<file path="src/rtl/ssd_pkg.sv">
// Shared definitions for the seven-segment display path: digit geometry, saturation word, feeder FSM states.
// Pure declarations, no timing; no flow control.
// Imported by bin2bcd_feeder and bcd_dabble_step.
package ssd_pkg;

    localparam int DIGIT_W    = 4;
    localparam int NUM_DIGITS = 4;
    localparam logic [DIGIT_W*NUM_DIGITS-1:0] BCD_SAT = 16'h9999;

    // One guard digit above the displayed four catches samples above 9999.
    localparam int BCD_W = DIGIT_W * (NUM_DIGITS + 1);

    typedef enum logic [1:0] {
        IDLE  = 2'b00,
        SHIFT = 2'b01,
        DONE  = 2'b10
    } feeder_state_t;

    function automatic logic [DIGIT_W-1:0] dabble_adj(input logic [DIGIT_W-1:0] d);
        return (d >= DIGIT_W'(5)) ? d + DIGIT_W'(3) : d;
    endfunction

endpackage

</file>
<file path="src/rtl/bcd_dabble_step.sv">
// One double-dabble iteration: add-3 to every digit >= 5, then shift left pulling in the next binary bit.
// Combinational, zero latency.
// No flow control; the feeder FSM decides when the result is registered.
module bcd_dabble_step
    import ssd_pkg::*;
(
    input  logic [BCD_W-1:0] bcd_in,
    input  logic             bit_in,
    output logic [BCD_W-1:0] bcd_out
);

    logic [BCD_W-1:0] adj;

    always_comb begin
        adj = '0;
        for (int i = 0; i < NUM_DIGITS + 1; i++) begin
            adj[i*DIGIT_W +: DIGIT_W] = dabble_adj(bcd_in[i*DIGIT_W +: DIGIT_W]);
        end
    end

    assign bcd_out = {adj[BCD_W-2:0], bit_in};

endmodule

</file>
<file path="src/rtl/bin2bcd_feeder.sv">
// Serial binary-to-BCD converter feeding the 4-digit seven-segment scanner; build option BCD_OVF_RAW_HEX_EN shows raw hex on overflow.
// Latency: sample accepted at edge k -> value/done/activate at edge k+IN_W+1; one sample per IN_W+2 cycles.
// Backpressure: in_ready is high only in IDLE; offered samples wait while a conversion is in flight.
module bin2bcd_feeder
    import ssd_pkg::*;
#(
    parameter int IN_W        = 16,
    parameter int STALE_LIMIT = 0
) (
    input  logic                          clk,
    input  logic                          reset,
    input  logic                          in_valid,
    input  logic [IN_W-1:0]               in_data,
    output logic                          in_ready,
    output logic [DIGIT_W*NUM_DIGITS-1:0] value,
    output logic                          activate,
    output logic                          done,
    output logic                          overflow
);

    localparam int CNT_W = $clog2(IN_W);
    localparam int VAL_W = DIGIT_W * NUM_DIGITS;

    feeder_state_t    state, state_nxt;
    logic [BCD_W-1:0] bcd_acc;
    logic [BCD_W-1:0] bcd_step;
    logic [IN_W-1:0]  bin_sr;
    logic [CNT_W-1:0] bit_cnt;
    logic             accept;
    logic             ovf_nxt;
    logic [VAL_W-1:0] ovf_value;

    // ---------------- FSM ----------------
    always_ff @(posedge clk or posedge reset) begin
        if (reset) begin
            state <= IDLE;
        end else begin
            state <= state_nxt;
        end
    end

    always_comb begin
        state_nxt = state;
        in_ready  = 1'b0;
        accept    = 1'b0;
        unique case (state)
            IDLE: begin
                in_ready = 1'b1;
                accept   = in_valid;
                if (in_valid) begin
                    state_nxt = SHIFT;
                end
            end
            SHIFT: begin
                if (bit_cnt == '0) begin
                    state_nxt = DONE;
                end
            end
            DONE: begin
                state_nxt = IDLE;
            end
            default: begin
                state_nxt = IDLE;
            end
        endcase
    end

    // ---------------- Datapath ----------------
    bcd_dabble_step u_step (
        .bcd_in  (bcd_acc),
        .bit_in  (bin_sr[IN_W-1]),
        .bcd_out (bcd_step)
    );

    always_ff @(posedge clk or posedge reset) begin
        if (reset) begin
            bcd_acc <= '0;
            bin_sr  <= '0;
            bit_cnt <= '0;
        end else if (accept) begin
            bcd_acc <= '0;
            bin_sr  <= in_data;
            bit_cnt <= CNT_W'(IN_W - 1);
        end else if (state == SHIFT) begin
            bcd_acc <= bcd_step;
            bin_sr  <= {bin_sr[IN_W-2:0], 1'b0};
            bit_cnt <= bit_cnt - 1'b1;
        end
    end

    assign ovf_nxt = |bcd_acc[BCD_W-1:VAL_W];

`ifdef BCD_OVF_RAW_HEX_EN
    // The shift register is drained by the end of conversion, so keep the raw sample aside.
    logic [IN_W-1:0] raw_q;

    always_ff @(posedge clk or posedge reset) begin
        if (reset) begin
            raw_q <= '0;
        end else if (accept) begin
            raw_q <= in_data;
        end
    end

    assign ovf_value = VAL_W'(raw_q);
`else
    assign ovf_value = BCD_SAT;
`endif

    // ---------------- Outputs ----------------
    always_ff @(posedge clk or posedge reset) begin
        if (reset) begin
            value    <= '0;
            overflow <= 1'b0;
            done     <= 1'b0;
        end else begin
            done <= (state == DONE);
            if (state == DONE) begin
                overflow <= ovf_nxt;
                value    <= ovf_nxt ? ovf_value : bcd_acc[VAL_W-1:0];
            end
        end
    end

    generate
        if (STALE_LIMIT == 0) begin : g_no_stale
            always_ff @(posedge clk or posedge reset) begin
                if (reset) begin
                    activate <= 1'b0;
                end else if (state == DONE) begin
                    activate <= 1'b1;
                end
            end
        end else begin : g_stale
            localparam int STALE_W = $clog2(STALE_LIMIT + 1);
            localparam logic [STALE_W-1:0] STALE_MAX = STALE_W'(STALE_LIMIT);

            logic [STALE_W-1:0] stale_cnt;

            // activate falls on the same edge the counter lands on the limit.
            always_ff @(posedge clk or posedge reset) begin
                if (reset) begin
                    stale_cnt <= '0;
                    activate  <= 1'b0;
                end else if (state == DONE) begin
                    stale_cnt <= '0;
                    activate  <= 1'b1;
                end else if (stale_cnt != STALE_MAX) begin
                    stale_cnt <= stale_cnt + 1'b1;
                    if (stale_cnt == STALE_MAX - 1'b1) begin
                        activate <= 1'b0;
                    end
                end
            end
        end
    endgenerate

endmodule

</file>
<file path="config.mk">
export PLATFORM = sky130hd
export DESIGN_NAME = bin2bcd_feeder
export DESIGN_NICKNAME = d
export VERILOG_FILES = /design/src/rtl/ssd_pkg.sv /design/src/rtl/bcd_dabble_step.sv /design/src/rtl/bin2bcd_feeder.sv
export SDC_FILE = /design/constraint.sdc
export NUM_CORES = 1
export LEC_CHECK = 0
export CAP_MARGIN = 20
export CELL_PAD_IN_SITES_DETAIL_PLACEMENT = 1
export CELL_PAD_IN_SITES_GLOBAL_PLACEMENT = 1
export CORE_AREA = 4 4 86 88
export CTS_CLUSTER_DIAMETER = 80
export DETAILED_ROUTE_END_ITERATION = 7
export DIE_AREA = 0 0 90 92
export GPL_TIMING_DRIVEN = 0
export PLACE_DENSITY_LB_ADDON = 0.05
export SYNTH_ARGS = -nofsm -noshare
export SYNTH_HDL_FRONTEND = slang
export SYNTH_HIERARCHICAL = 1
export SYNTH_SLANG_ARGS = --single-unit
</file>
<file path="constraint.sdc">
create_clock -name clk -period 4.4 [get_ports clk]
set_input_delay 0.66 -clock clk [delete_from_list [all_inputs] [get_ports clk]]
set_output_delay 0.66 -clock clk [all_outputs]
set_load 0.01 [all_outputs]
</file>
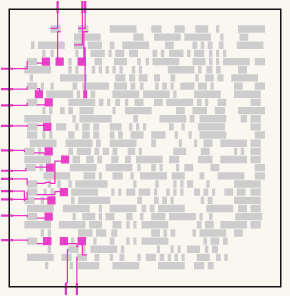
*Nets reached from selected ports, run 1*
(3 px per micron)
[in_data] magenta | direction: input | edge: 11 left, 3 top, 2 bottom | end cells: 16 | wire: 245 microns
io pins: 39
port bufs: 38

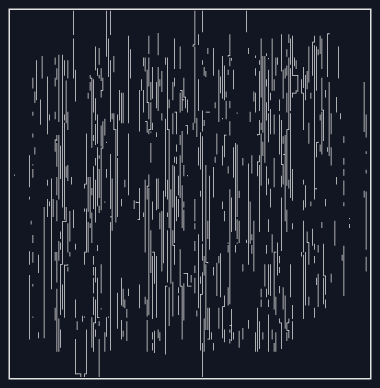
*M2 wires, run 1*
(4 px per micron)
longest straight run: 38.4 microns
main direction: vertical
wire length on this layer: 3270 microns
nets with wire on the layer: 331
vias: 2361
final wirelength: 6840 microns
met2 Track Usage GR: 0.303

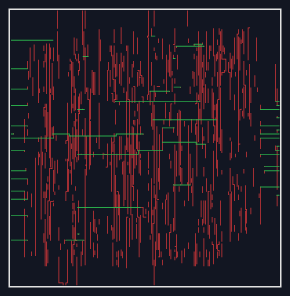
*Signal wires by layer, run 1*
(3 px per micron) Only two layers are drawn.
[metal 3] green | wire length: 324 microns
[metal 2] red | wire length: 3270 microns
WL per Instance: 15.4 microns
overall routing resource usage: 0.181

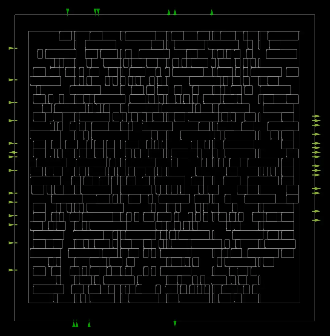
*Cell placement, run 1*
Flops: 61
post-layout utilization of the core: 0.553
Filler cells: 764
num rows: 30
core area: 6640 sq um

==> flow_summary.toml, run 1 <==
# physical design summary
[status]
status = "complete, no violations"

[global_route]
grt_max_degree = 40
grt_first_pass_wirelength_microns = 11800
gr-usage-met1 = 0.223

[power]
vdd_ir_drop_max_v = 0.000293
leakage_nw = 1.74
p_comb_frac = 0.385

[synthesis]
ys_seq_share = 0.522
top_area_frac = 0.522
yosys.cell_types.count = 29
yosysWarnings = 6
flop_cell = "dfrtp_1"

[final_timing]
finalCritPeriodShare = 0.494
layout_min_cycle_time_ns = 2.17
rsz0062_at_grt = "false"

[routing]
firstDrtPassIters = 4
met3_length_microns = 324

[cells_and_area]
design_area_sq_um = 3670

[worst_setup_path]
worstSetupPathDepth = 2
worstSetupPathType = "flip-flop to primary output"
start_kind = "flip-flop"
critical_path_required_ns = 3.74

[clock_tree]
clockBufferDepth = 2

[die]
die_w_microns = 90
[run 1: cell usage after synthesis, drive strengths merged, types with 5 or more instances]
| cell type | instances |
|---|---|
| xnor2 | 5 |
| o22a | 8 |
| a22oi | 15 |
| buf | 15 |
| a22o | 8 |
| nand2 | 96 |
| ha | 11 |
| a21oi | 6 |
| o21ai | 31 |
| mux2i | 6 |
| nand2b | 12 |
| nor2 | 9 |
| inv | 14 |
| dfrtp | 61 |
[run 1: cell usage in the layout (no fill, tap or decap), types with 2 or more instances in the layout]
cell type,count
a21oi_2,5
a22o_1,8
a22oi_1,15
buf_2,10
buf_4,2
buf_6,3
bufinv_16,3
clkbuf_8,11
clkdlybuf4s50_1,38
dfrtp_1,61
ha_1,11
inv_1,12
inv_2,2
mux2i_1,6
nand2_1,96
nand2b_1,12
nor2_1,9
nor3b_1,2
nor4_1,2
o21ai_0,27
o21ai_1,4
o22a_1,8
xnor2_1,5
[run 1: power by group through the flow]
stage / Clock, mW / Combinational, mW / Sequential, mW
floorplan: 0 / 0.701 / 0.962
global placement: 0 / 0.967 / 0.983
detailed placement: 0 / 1.01 / 0.993
CTS: 0.640 / 1.02 / 0.985
global route: 0.664 / 1.16 / 1.02
finish: 0.622 / 1.00 / 0.983
[run 1: flip-flops by register name, summed over array words and instances (netlist names)]
signal / cells
value: 16
overflow: 1
bin_sr: 16
bcd_acc: 20
state: 2
done: 1
bit_cnt: 4
activate: 1
[run 1: final cells by class]
cell class | instances | area [sq um] | area share
well taps | 80 | 100 | 0.0273
inverters | 14 | 52.6 | 0.0143
clock buffers | 11 | 151 | 0.0412
plain buffers | 16 | 103 | 0.0279
multi-input cells | 218 | 1240 | 0.339
repair buffers | 39 | 400 | 0.109
flip-flops and latches | 61 | 1530 | 0.416
clock inverters | 4 | 95.1 | 0.0259
[run 1: kinds of logic (layout without fill, tap and decap cells)]
| group | count (synthesis) | after routing | synth area share |
|---|---|---|---|
| AND-OR/OR-AND | 70 | 70 | 0.161 |
| XOR/XNOR | 5 | 5 | 0.0150 |
| adder cells (fa/ha/maj) | 11 | 11 | 0.0470 |
| buffers and inverters | 30 | 84 | 0.0530 |
| flip-flops | 61 | 61 | 0.522 |
| multiplexers | 6 | 6 | 0.0205 |
| AND/OR/NAND/NOR | 126 | 126 | 0.181 |
[run 1: final timing paths]
path / endpoint / slack (ns)
setup / recovery: in_ready / 2.23
hold / removal: activate / 0.47
setup reg to reg: value[12] / 2.82
hold reg to reg: activate / 0.47
max in group asynchronous: value[6] / 3.12
min in group asynchronous: bin_sr[12] / 0.68
[run 1: metrics by stage]
step / power (mW) / setup WS [ns] / instances / hold WS [ns]
floorplan: 1.66 / 2.23 / 309 / 0.447
global placement: 1.95 / 1.07 / 427 / 0.448
detailed placement: 2.00 / 2.22 / 428 / 0.455
CTS: 2.65 / 2.21 / 443 / 0.475
global route: 2.84 / 2.13 / 443 / 0.505
finish: 2.61 / 2.23 / 443 / 0.469
[run 1: worst reg2reg max path, delay by kind of cell, from the launching register on]
kind            cells  cell delay (ns)
simple gates        2             0.75
flops               1             0.43
compound gates      1             0.28
### I/O pins on the die edge, run 1

(4 px per micron) Pins as bars across the die edge, other pins in grey.
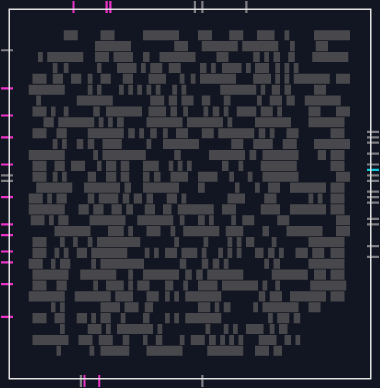

==> run 2, diff against run 1 <==
CORE_AREA = 4 4 93 95   (was 4 4 86 88)
DIE_AREA = 0 0 97 99   (was 0 0 90 92)
clock period = 2 ns   (was 4.4 ns; I/O delays follow)
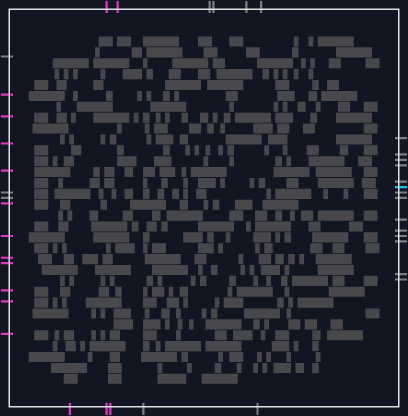
*I/O pins on the die edge, run 2*
(4 px per micron) Pins as bars across the die edge, other pins in grey.
[done] cyan | pins: 1 | direction: output | edge: right
[in_data] magenta | pins: 16 | direction: input | edge: 11 left, 3 bottom, 2 top
all pins by edge: 14 right, 14 left, 6 top, 5 bottom
Die Height: 99 microns
die width: 97 microns

==> run 2 against run 1 <==
Compared with the run above: cell area decreased by 1.6%; first-iteration DRC count decreased by 39%; register-to-register slack got worse by 2.4 ns; clock-buffer cell count increased by 2; global-route usage decreased by 2.5 points; largest power group unchanged; highest routed layer unchanged; combinational power increased by 120%; core utilization decreased by 8.5 points; die area increased by 16%; worst hold slack got worse by 0.16 ns; critical path type unchanged; critical path depth unchanged; setup slack got worse by 2.0 ns.
==> flow_summary.toml, run 2 <==
# physical design summary
[status]
status = "complete, no violations"

[worst_setup_path]
critical_path_required_ns = 1.70
start_kind = "flip-flop"
worstSetupPathType = "flip-flop to primary output"

[global_route]
grt_max_degree = 42
grt_first_pass_wirelength_microns = 11900
grt_use_total = 0.156

[place]
portBuffers = 38
dp_slack_ns = 0.163

[routing]
wl_per_cell_microns = 14.6
firstDrtPassIters = 4

[die]
core_sq_um = 7730
ios = 39
fp-row-count = 32

[cells_and_area]
lay_top_count = "nand2_1"
logic_area_sq_um = 1240
ff_latch_area_sq_um = 1530
regMostFlops = "bcd_acc"
top_regs = "bcd_acc (20), bin_sr (16), value (16)"
largest_reg_flops = 20

[synthesis]
synthTopCellsByCount = "nand2_1 (96), dfrtp_1 (61), o21ai_0 (27)"
top_area_frac = 0.522
ys_seq_share = 0.522
most_common_cell = "nand2_1"
yosysWarnings = 6
yosys.cell_types.count = 29

[final_timing]
fin_hold_ws_ns = 0.313
layout_min_cycle_time_ns = 1.80
rsz0062_at_grt = "false"
setup_ws_ns = 0.197

[power]
leakage_nw = 1.70
vdd_ir_drop_max_v = 0.000499

[clock_tree]
clockBufferDepth = 2
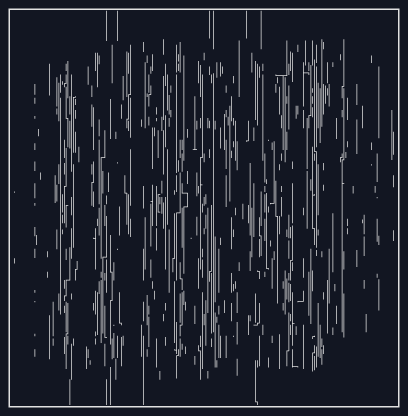
*M2 wires, run 2*
(4 px per micron)
share of all routed wire: 47%
longest straight run: 64.6 microns
main direction: vertical
nets with wire on the layer: 319
wire length on this layer: 3210 microns
vias: 2305
met2 Track Usage GR: 0.254
final wirelength: 6790 microns

[run 2: final timing paths]
check	startpoint	end	slack (ns)	cells after the start
worst max-delay path	state[1]	in_ready	0.20	2
worst min-delay path	reset	bin_sr[4]	0.31	2
worst max register to register	bcd_acc[16]	value[0]	0.41	3
worst min register to register	activate	activate	0.46	1
max in group asynchronous	reset	value[1]	1.10	3
min in group clk	activate	activate	0.46	1
[run 2: routing by layer]
| metal | vias to the layer above | part of all wire | track usage |
|---|---|---|---|
| met3 | 11 | 0.034 | 0.0304 |
| met1 | 1122 | 0.47 | 0.198 |
| met2 | 39 | 0.47 | 0.254 |
| met5 | - | 0 | 0 |
| met4 | 0 | 0.022 | 0.0745 |
| li1 | 1133 | - | - |
[run 2: stage by stage]
stage | instance area [sq um] | utilization | total power [mW] | std cells
after floorplan | 2930 | - | 3.66 | 309
after global placement | 3430 | 0.444 | 4.32 | 449
after detailed placement | 3450 | 0.447 | 4.41 | 450
after CTS | 3610 | 0.467 | 5.38 | 465
after global routing | 3610 | 0.467 | 5.83 | 465
final | 3610 | 0.467 | 5.28 | 465
[run 2: worst register-to-register path, delay by kind of cell, from the launching register on]
family,cells,cell delay [ns]
AND-OR/OR-AND,1,0.28
flip-flops,1,0.44
AND/OR/NAND/NOR,2,0.76
[run 2: area by class of cell]
cell class                 count  share of cell area
sequential                    61               0.423
inverter                      14              0.0145
tap                          102              0.0353
timing repair buffer          39               0.111
multi-input combinational    218               0.344
clock buffer                  13              0.0412
clock inverter                 2             0.00277
buffer                        16              0.0284
[run 2: cell families after synthesis]
group                      Yosys count  synth area share
and+or+nand+nor                    126             0.181
buffers and inverters               30            0.0530
DFF                                 61             0.522
xor gates and xnor gates             5            0.0150
adders and majority gates           11            0.0470
muxes                                6            0.0205
AOI/OAI and AO/OA                   70             0.161
[run 2: power breakdown]
| group | switching [mW] | internal, mW | total, mW |
|---|---|---|---|
| Combinational | 1.14 | 1.05 | 2.19 |
| Clock | 0.464 | 0.474 | 0.938 |
| Sequential | 0.433 | 1.72 | 2.15 |
### Signal wires by layer, run 2

(3 px per micron) Only two layers are drawn.
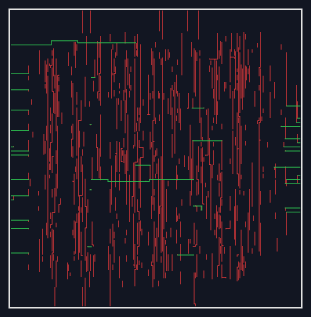

==> run 3, diff against run 2 <==
CORE_AREA = 2 2 91 93   (was 4 4 93 95)
DIE_AREA = 0 0 93 95   (was 0 0 97 99)
SKIP_LAST_GASP = 1   (was not set)
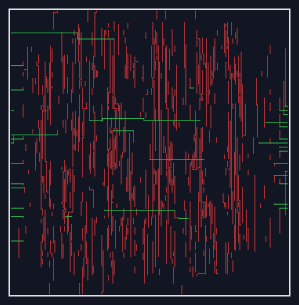
*Signal wires by layer, run 3*
(3 px per micron) Only two layers are drawn.
[metal 2] red | wire length: 3460 microns
[metal 3] green | wire length: 231 microns
WL per Instance: 14.5 microns
vias: 2309

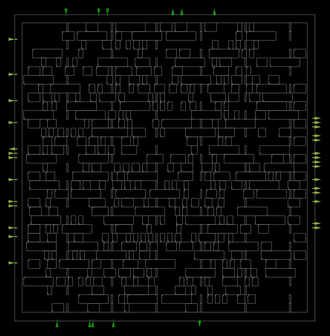
*Cell placement, run 3*
num rows: 33
tap cells: 105
core area: 7930 sq um
fin cells: 469
flop share of the area: 0.415

==> run 3 against run 2 <==
Compared with the run above: final cell count increased by 0.86%; worst hold slack improved by 0.010 ns; clock-buffer cell count decreased by 1; fmax increased by 0.38%; sequential share of layout area decreased by 0.80 points; clock power increased by 35%.
==> flow_summary.toml, run 3 <==
# physical design summary
[synthesis]
ys_seq_share = 0.522
yosysWarnings = 6
yosys.cell_types.count = 29
synthTopCellsByCount = "nand2_1 (96), dfrtp_1 (61), o21ai_0 (27)"
top_area_frac = 0.522
flop_cell = "dfrtp_1"

[power]
leakage_nw = 1.73
p_clk_frac = 0.227
intPower_mw = 3.54
p_switching_mw = 2.08
p_comb_frac = 0.390

[worst_setup_path]
start_kind = "flip-flop"
reg2reg_slack_ns = 0.47
worstSetupPathType = "flip-flop to primary output"

[clock_tree]
clockBufferDepth = 2

[cells_and_area]
regMostFlops = "bcd_acc"
top_regs = "bcd_acc (20), bin_sr (16), value (16)"
lay_top_cells = "nand2_1 (96), dfrtp_1 (61), clkdlybuf4s50_1 (38)"
largest_reg_flops = 20
lay_top_count = "nand2_1"

[die]
ios = 39
die_y_microns = 95
die_w_microns = 93

[place]
portBuffers = 38

[status]
status = "complete, no violations"

[global_route]
grt_use_total = 0.168
grt_max_degree = 37
grt_first_pass_wirelength_microns = 11300
==> run 3: cell counts after synthesis <==
Identical to the previous run, type by type.
==> run 3: final cells by class <==
cell class	count	area, sq um	area share
multi-input cells	218	1240	0.338
clock buffers	12	155	0.0421
flip-flops and latches	61	1530	0.415
clock inverters	4	70.1	0.0190
well taps	105	131	0.0357
inverters	14	52.6	0.0143
repair buffers	39	400	0.109
plain buffers	16	103	0.0279
==> run 3: cell families (layout without fill, tap and decap cells) <==
family | count (synthesis) | in the layout | synth area share
buf+inv | 30 | 85 | 0.0530
simple gates | 126 | 126 | 0.181
compound gates | 70 | 70 | 0.161
mux | 6 | 6 | 0.0205
fa+ha+maj | 11 | 11 | 0.0470
flops | 61 | 61 | 0.522
xor+xnor | 5 | 5 | 0.0150
==> run 3: through the flow <==
stage	hold slack, ns	cells	power (mW)	TNS (ns)	setup slack [ns]
finish	0.324	469	5.61	0	0.204
global route	0.383	469	6.11	0	0.130
CTS	0.344	469	5.71	0	0.185
detailed placement	0.467	453	4.41	0	0.201
global placement	0.451	452	4.31	-63.59	-1.05
floorplan	0.417	309	3.66	0	0.187
==> run 3: worst max-delay path: cells and delay by family, from the launching register on <==
| family | cells | cell delay [ns] |
|---|---|---|
| buffers and inverters | 1 | 0.56 |
| and+or+nand+nor | 1 | 0.16 |
| DFF | 1 | 0.43 |
==> run 3: routing by layer <==
metal	track usage	wire, microns	vias up
li1	-	-	1132
met1	0.197	3060	1132
met2	0.301	3460	38
met3	0.0303	230	7
met4	0.0735	74	0
met5	0	0	-
==> run 3: power groups by stage <==
| stage | Sequential (mW) | Clock (mW) | Combinational, mW |
|---|---|---|---|
| after global placement | 2.17 | 0 | 2.13 |
| after detailed placement | 2.18 | 0 | 2.23 |
| after floorplan | 2.12 | 0 | 1.54 |
| after global routing | 2.24 | 1.35 | 2.51 |
| final | 2.15 | 1.27 | 2.19 |
| after CTS | 2.16 | 1.31 | 2.24 |
==> run 3: final timing paths <==
kind / end / cells after the start / startpoint
max reg2reg: value[11] / 3 / bcd_acc[16]
max in group asynchronous: value[3] / 3 / reset
min: bcd_acc[17] / 2 / reset
min reg2reg: bin_sr[6] / 2 / bin_sr[6]
max: in_ready / 2 / state[1]
min in group clk: bin_sr[6] / 2 / bin_sr[6]
No activity file was given, so power comes from the tool's default toggle rates.
